clock_nets.png
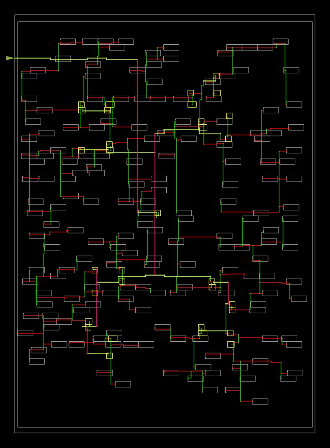
layers.png
Scale: 2 px per um.
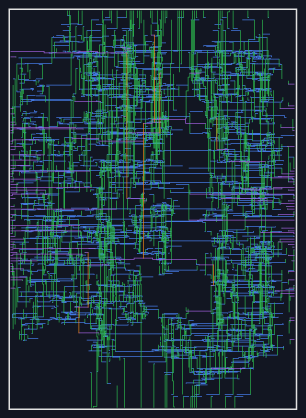
<file path="config.mk">
export PLATFORM = sky130hd
export DESIGN_NAME = axi_stream_link_monitor
export DESIGN_NICKNAME = d
export VERILOG_FILES = /design/src/rtl/axi_stream_mon_pkg.sv /design/src/rtl/axi_stream_popcount.sv /design/src/rtl/axi_stream_link_monitor.sv
export SDC_FILE = /design/constraint.sdc
export NUM_CORES = 1
export LEC_CHECK = 0
export CELL_PAD_IN_SITES_DETAIL_PLACEMENT = 0
export CELL_PAD_IN_SITES_GLOBAL_PLACEMENT = 1
export CORE_ASPECT_RATIO = 1.4
export CORE_MARGIN = 1
export CORE_UTILIZATION = 30
export CTS_BUF_LIST = sky130_fd_sc_hd__clkbuf_4
export CTS_CLUSTER_SIZE = 14
export DETAILED_ROUTE_END_ITERATION = 10
export GPL_ROUTABILITY_DRIVEN = 0
export PLACE_DENSITY = 0.69
export REMOVE_ABC_BUFFERS = 1
export SYNTH_ARGS = -nofsm -noshare
export SYNTH_HDL_FRONTEND = slang
export SYNTH_SLANG_ARGS = --single-unit
</file>
<file path="constraint.sdc">
create_clock -name clk -period 4.9 [get_ports clk]
set_clock_uncertainty 0.2 [all_clocks]
set_input_delay 0.735 -clock clk [delete_from_list [all_inputs] [get_ports clk]]
set_output_delay 0.735 -clock clk [all_outputs]
set_load 0.1 [all_outputs]
</file>
<file path="src/rtl/axi_stream_mon_pkg.sv">
// axi_stream_mon_pkg: shared error indices, packet FSM states and saturating add for the link monitor
package axi_stream_mon_pkg;
  localparam int ERR_VALID_DROP     = 0;
  localparam int ERR_PAYLOAD_CHANGE = 1;
  localparam int ERR_STRB_NO_KEEP   = 2;
  localparam int ERR_PKT_TOO_LONG   = 3;
  localparam int ERR_STALL_TIMEOUT  = 4;
  localparam int ERR_ID_CHANGE      = 5;
  localparam int ERR_W              = 6;
  typedef enum logic {IDLE, IN_PKT} state_t;
  function automatic logic [63:0] sat_add(input logic [63:0] a, input logic [63:0] b, input logic [63:0] max);
    logic [64:0] s;
    s = {1'b0, a} + {1'b0, b};
    return (s > {1'b0, max}) ? max : s[63:0];
  endfunction
endpackage

</file>
<file path="src/rtl/axi_stream_popcount.sv">
// axi_stream_popcount: number of set bits in a byte-lane mask
module axi_stream_popcount #(
  parameter int BYTE_WIDTH = 4,
  parameter int PW = $clog2(BYTE_WIDTH + 1)
) (
  input  logic [BYTE_WIDTH-1:0] bits,
  output logic [PW-1:0]         count
);
  always_comb begin
    count = '0;
    for (int i = 0; i < BYTE_WIDTH; i++) count = count + PW'(bits[i]);
  end
endmodule

</file>
<file path="src/rtl/axi_stream_link_monitor.sv">
// axi_stream_link_monitor: passive AXI4-Stream monitor with statistics and sticky protocol-violation flags
module axi_stream_link_monitor
  import axi_stream_mon_pkg::*;
#(
  parameter int BYTE_WIDTH       = 4,
  parameter int ID_WIDTH         = 4,
  parameter int CNT_WIDTH        = 32,
  parameter int MAX_PKT_BEATS    = 256,
  parameter int STALL_TIMEOUT    = 1024,
  parameter int ALLOW_INTERLEAVE = 0
) (
  input  logic                    clk,
  input  logic                    reset,
  input  logic                    clear,
  input  logic                    tvalid,
  input  logic                    tready,
  input  logic [8*BYTE_WIDTH-1:0] tdata,
  input  logic [BYTE_WIDTH-1:0]   tstrb,
  input  logic [BYTE_WIDTH-1:0]   tkeep,
  input  logic                    tlast,
  input  logic [ID_WIDTH-1:0]     tid,
  output logic [CNT_WIDTH-1:0]    beat_count,
  output logic [CNT_WIDTH-1:0]    packet_count,
  output logic [CNT_WIDTH-1:0]    byte_count,
  output logic                    in_packet,
  output logic [ERR_W-1:0]        err_flags,
  output logic                    err_pulse
);
  localparam int PW = $clog2(BYTE_WIDTH + 1);
  localparam int BW = $clog2(MAX_PKT_BEATS + 2);
  localparam int SW = $clog2(STALL_TIMEOUT + 2);
  localparam logic [CNT_WIDTH-1:0] CMAX = '1;
  state_t state, state_n;
  logic hv, pv, pr, pl;
  logic [BYTE_WIDTH-1:0] pk, ps;
  logic [ID_WIDTH-1:0] pid, pkt_id;
  logic [8*BYTE_WIDTH-1:0] pd;
  logic [BW-1:0] cur_beats;
  logic [SW-1:0] stall_cnt;
  logic long_seen, hs, stall, prev_stall, data_diff;
  logic [ERR_W-1:0] det;
  logic [PW-1:0] pop;
  logic [CNT_WIDTH-1:0] bc, pc, yc;
  axi_stream_popcount #(.BYTE_WIDTH(BYTE_WIDTH)) u_pop (.bits(tkeep & tstrb), .count(pop));
  always_comb begin
    hs = tvalid && tready;
    stall = tvalid && !tready;
    prev_stall = hv && pv && !pr;
    state_n = hs ? (tlast ? IDLE : IN_PKT) : state;
    data_diff = 1'b0;
    for (int i = 0; i < BYTE_WIDTH; i++)
      data_diff = data_diff | (tkeep[i] & tstrb[i] & (tdata[8*i+:8] != pd[8*i+:8]));
    det = '0;
    det[ERR_VALID_DROP] = prev_stall && !tvalid;
    det[ERR_PAYLOAD_CHANGE] = prev_stall && tvalid && (({tkeep, tstrb, tlast, tid} != {pk, ps, pl, pid}) || data_diff);
    det[ERR_STRB_NO_KEEP] = tvalid && |(tstrb & ~tkeep);
    det[ERR_PKT_TOO_LONG] = (MAX_PKT_BEATS != 0) && hs && state == IN_PKT && !long_seen && cur_beats >= BW'(MAX_PKT_BEATS);
    det[ERR_STALL_TIMEOUT] = (STALL_TIMEOUT != 0) && hv && stall && stall_cnt == SW'(STALL_TIMEOUT - 1);
    det[ERR_ID_CHANGE] = (ALLOW_INTERLEAVE == 0) && state == IN_PKT && hs && tid != pkt_id;
    bc = clear ? '0 : beat_count;
    pc = clear ? '0 : packet_count;
    yc = clear ? '0 : byte_count;
  end
  always_ff @(posedge clk) begin
    if (reset) begin
      state <= IDLE;
      {hv, pv, pr, pl, pk, ps, pid, pd} <= '0;
      {pkt_id, cur_beats, stall_cnt, long_seen} <= '0;
      {beat_count, packet_count, byte_count} <= '0;
      err_flags <= '0;
      err_pulse <= 1'b0;
    end else begin
      state <= state_n;
      hv <= 1'b1;
      {pv, pr, pl, pk, ps, pid, pd} <= {tvalid, tready, tlast, tkeep, tstrb, tid, tdata};
      stall_cnt <= stall ? ((stall_cnt == '1) ? stall_cnt : stall_cnt + 1'b1) : '0;
      if (hs && state == IDLE) pkt_id <= tid;
      if (hs) cur_beats <= tlast ? '0 : (state == IDLE) ? BW'(1) : (cur_beats == '1) ? cur_beats : cur_beats + 1'b1;
      long_seen <= (hs && tlast) ? 1'b0 : long_seen | det[ERR_PKT_TOO_LONG];
      beat_count <= CNT_WIDTH'(sat_add(64'(bc), 64'(hs), 64'(CMAX)));
      packet_count <= CNT_WIDTH'(sat_add(64'(pc), 64'(hs && tlast), 64'(CMAX)));
      byte_count <= CNT_WIDTH'(sat_add(64'(yc), 64'(hs ? pop : '0), 64'(CMAX)));
      err_flags <= (clear ? '0 : err_flags) | det;
      err_pulse <= |(det & (clear ? {ERR_W{1'b1}} : ~err_flags));
    end
  end
  assign in_packet = (state == IN_PKT);
endmodule

</file>
==> flow_summary.ini <==
; generated from flow reports
[run_status]
run_status = completed

[timing]
rsz0062_at_grt = no
slew_headroom_pct = 28.9
max_freq_mhz = 253
worstMarginPinSlew_ps = 1060
fin_hold_ws_ps = 276
layout_setup_ws_ps = 945
period_used_pct = 80.7
setup_viol = 0
maxSlewViolCount = 0
tns_ps = 0
hold_viol = 0
final.min_clock_period_ps = 3950

[setup_path]
slowest_stage = clkdlybuf4s50_1
slowest_delay_ps = 460
cp_cell_sequence = clkdlybuf4s50_1 > and2_1 > ha_1 > inv_1 > fa_1 > nor2_1 > ha_1 > inv_1 > fa_1 > nor2b_1 > o21ai_0 > and3b_1 > nand2_1 > buf_4 > a21boi_0 > nor2_1
r2r-start = packet_count[0]$_SDFF_PP0_
arrival_ps = 4280
critical-path-top-delay-family = adder cells
path_max_fanout = 10
critPathLaunch = tstrb[0]
cp-end-kind = register
critical_path_class = in -> reg
crit_path_start_kind = primary input
worst_ep_required_time_ps = 5230
timing.critical_path.buf_inv = 4

[clock_tree]
cts.clk_slew.worst_paths_ps = 170
ctsHtreeMaxLevel = 4
ctsResizeCount = 0
cts_tree = yes
cts_setup_buffers = 0
clock_path_buffers = 2
postCtsHoldBufs = 0
clock-root-buffer = clkbuf_4

[floorplanning]
die_h_um = 199
rows = 71
dieWidth_um = 143
io-pin-count = 154
core-area_um2 = 27100
die-area_um2 = 28500
fp_util_pct = 30.8

[logic_synthesis]
synth_flops = 177
async_flop_share_pct = 0
yosys_area_um2 = 8330
edf_count = 0
ys_types = 60
flop_cell = dfxtp_1
synth_top_area_share_pct = 42.5
synth.area.top_cells = dfxtp_1 43%, xor2_1 7.1%, xnor2_1 6.7%
ys_seq_share_pct = 42.5
top_cells_by_count = 177 x dfxtp_1, 96 x nand2_1, 92 x a21oi_1
synth_cells = 954
yosys_cells = 954
syn_avg_cell_area_um2 = 8.73
syn-cell-area_um2 = 8330
yosys_warnings = 0
largest_area_cell = dfxtp_1
top_cell = dfxtp_1

[cells_and_area]
multiInputGateArea_um2 = 4540
regArea_um2 = 3540
lay_top_count = dfxtp_1
lay_top_cells = 177 x dfxtp_1, 151 x clkdlybuf4s50_1, 96 x nand2_1, 92 x a21oi_1, 76 x nor2b_1
final_layout_size_suffix_gt1_share_pct = 5.84
area_growth_pct = 26.2
nFillCells = 2800
fin_cells = 1479
final_area_um2 = 10500
nNetsFinal = 1164

[global_routing]
overflow = 0
grt_max_degree = 74
grt_pass1_vias = 6953
grt.total_usage_pct = 15.9
grt_pass1_wl_um = 35400
antenna_found_initial = 1

[power_and_ir_drop]
p_leak_nw = 3.75
swShare_pct = 29.2
peakVddDrop_uv = 125
clkPwrFrac_pct = 32.6
power_frac_seq_pct = 58.8
p_switching_w = 0.000735
p_seq_w = 0.00148
powerDensity_nw_per_um2 = 239
combinationalPower_w = 0.000216
pg_clk_w = 0.000821
top_power_group = registers
pwr-share-comb_pct = 8.6
p_int_w = 0.00178

[detailed_routing]
firstDrtPassIters = 4
drc = 0
vias = 7045
drt-total-wl_um = 21600
drt-wirelength-per-cell_um = 14.6
ant_nets = 0
viasPerCell = 4.76
drt_iter0_drc = 219

[place]
io_buffer_count = 153
dp_slack_ps = 365
hpwlAfterDp_um = 15500
place_area_um2 = 10200
place_inst = 1446

[hold_path]
hold_path_startpoint = reset
hold_path.class = in -> reg

[flow_run]
warning_count = 25
max_cap_violations = 0
About clock_nets.png:
Worst-Skew Late Latency: 590 ps
CTS Buf Count: 17
clock sink count: 177

About layers.png:
Blue marks M1, wire length 9330 um. Purple marks M3, wire length 1230 um. Orange marks M4, wire length 280 um. Green marks M2, wire length 10800 um.

-- path summary, 6_finish.rpt --
check / end / slack [ps] / cells after the start
worst min register to register: err_flags[4]$_SDFF_PP0_ / 290 / 2
worst max-delay path: byte_count[14]$_SDFF_PP0_ / 950 / 16
worst min-delay path: pd[29]$_SDFF_PP0_ / 280 / 2
worst max register to register: packet_count[31]$_SDFF_PP0_ / 1840 / 9
-- cell families (layout without fill, tap and decap cells) --
family	after synthesis	count (layout)	share of synthesized area, %
DFF	177	177	42.5
muxes	10	10	1.20
and+or+nand+nor	413	413	27.3
xor gates and xnor gates	132	132	13.9
AOI/OAI and AO/OA	145	145	9.83
adders and majority gates	14	14	2.28
buffers and inverters	63	222	2.97
other	0	1	0
-- metrics by stage --
| step | power [W] | utilization [%] |
|---|---|---|
| after global placement | 0.00173 | 37.8 |
| after detailed placement | 0.00173 | 37.8 |
| after floorplan | 0.00162 | - |
| after global routing | 0.00265 | 38.8 |
| after CTS | 0.00257 | 38.8 |
| final | 0.00252 | 38.8 |
-- layout make-up --
type	count	share of cell area, %
Tap cell	365	4.34
Multi-Input combinational cell	714	43.2
Inverter	25	0.892
Timing Repair Buffer	165	15.3
Clock buffer	17	1.21
Clock inverter	15	1.32
Sequential cell	177	33.7
Antenna cell	1	0.0238
-- registers in the layout, indices dropped and copies added, names as in the netlist, 6 cells and up --
signal and cells:
beat_count 32, byte_count 32, pd 32, err_flags 6, cur_beats 9, packet_count 32, stall_cnt 11
-- per-layer routing --
metal	vias up	routed length (um)	global-route usage, %
met5	-	0	0
met4	0	279	5.14
met3	20	1230	4.29
met2	152	10800	28.3
met1	3300	9330	18.1
li1	3573	-	-
Power is estimated from default activity; no workload was simulated.
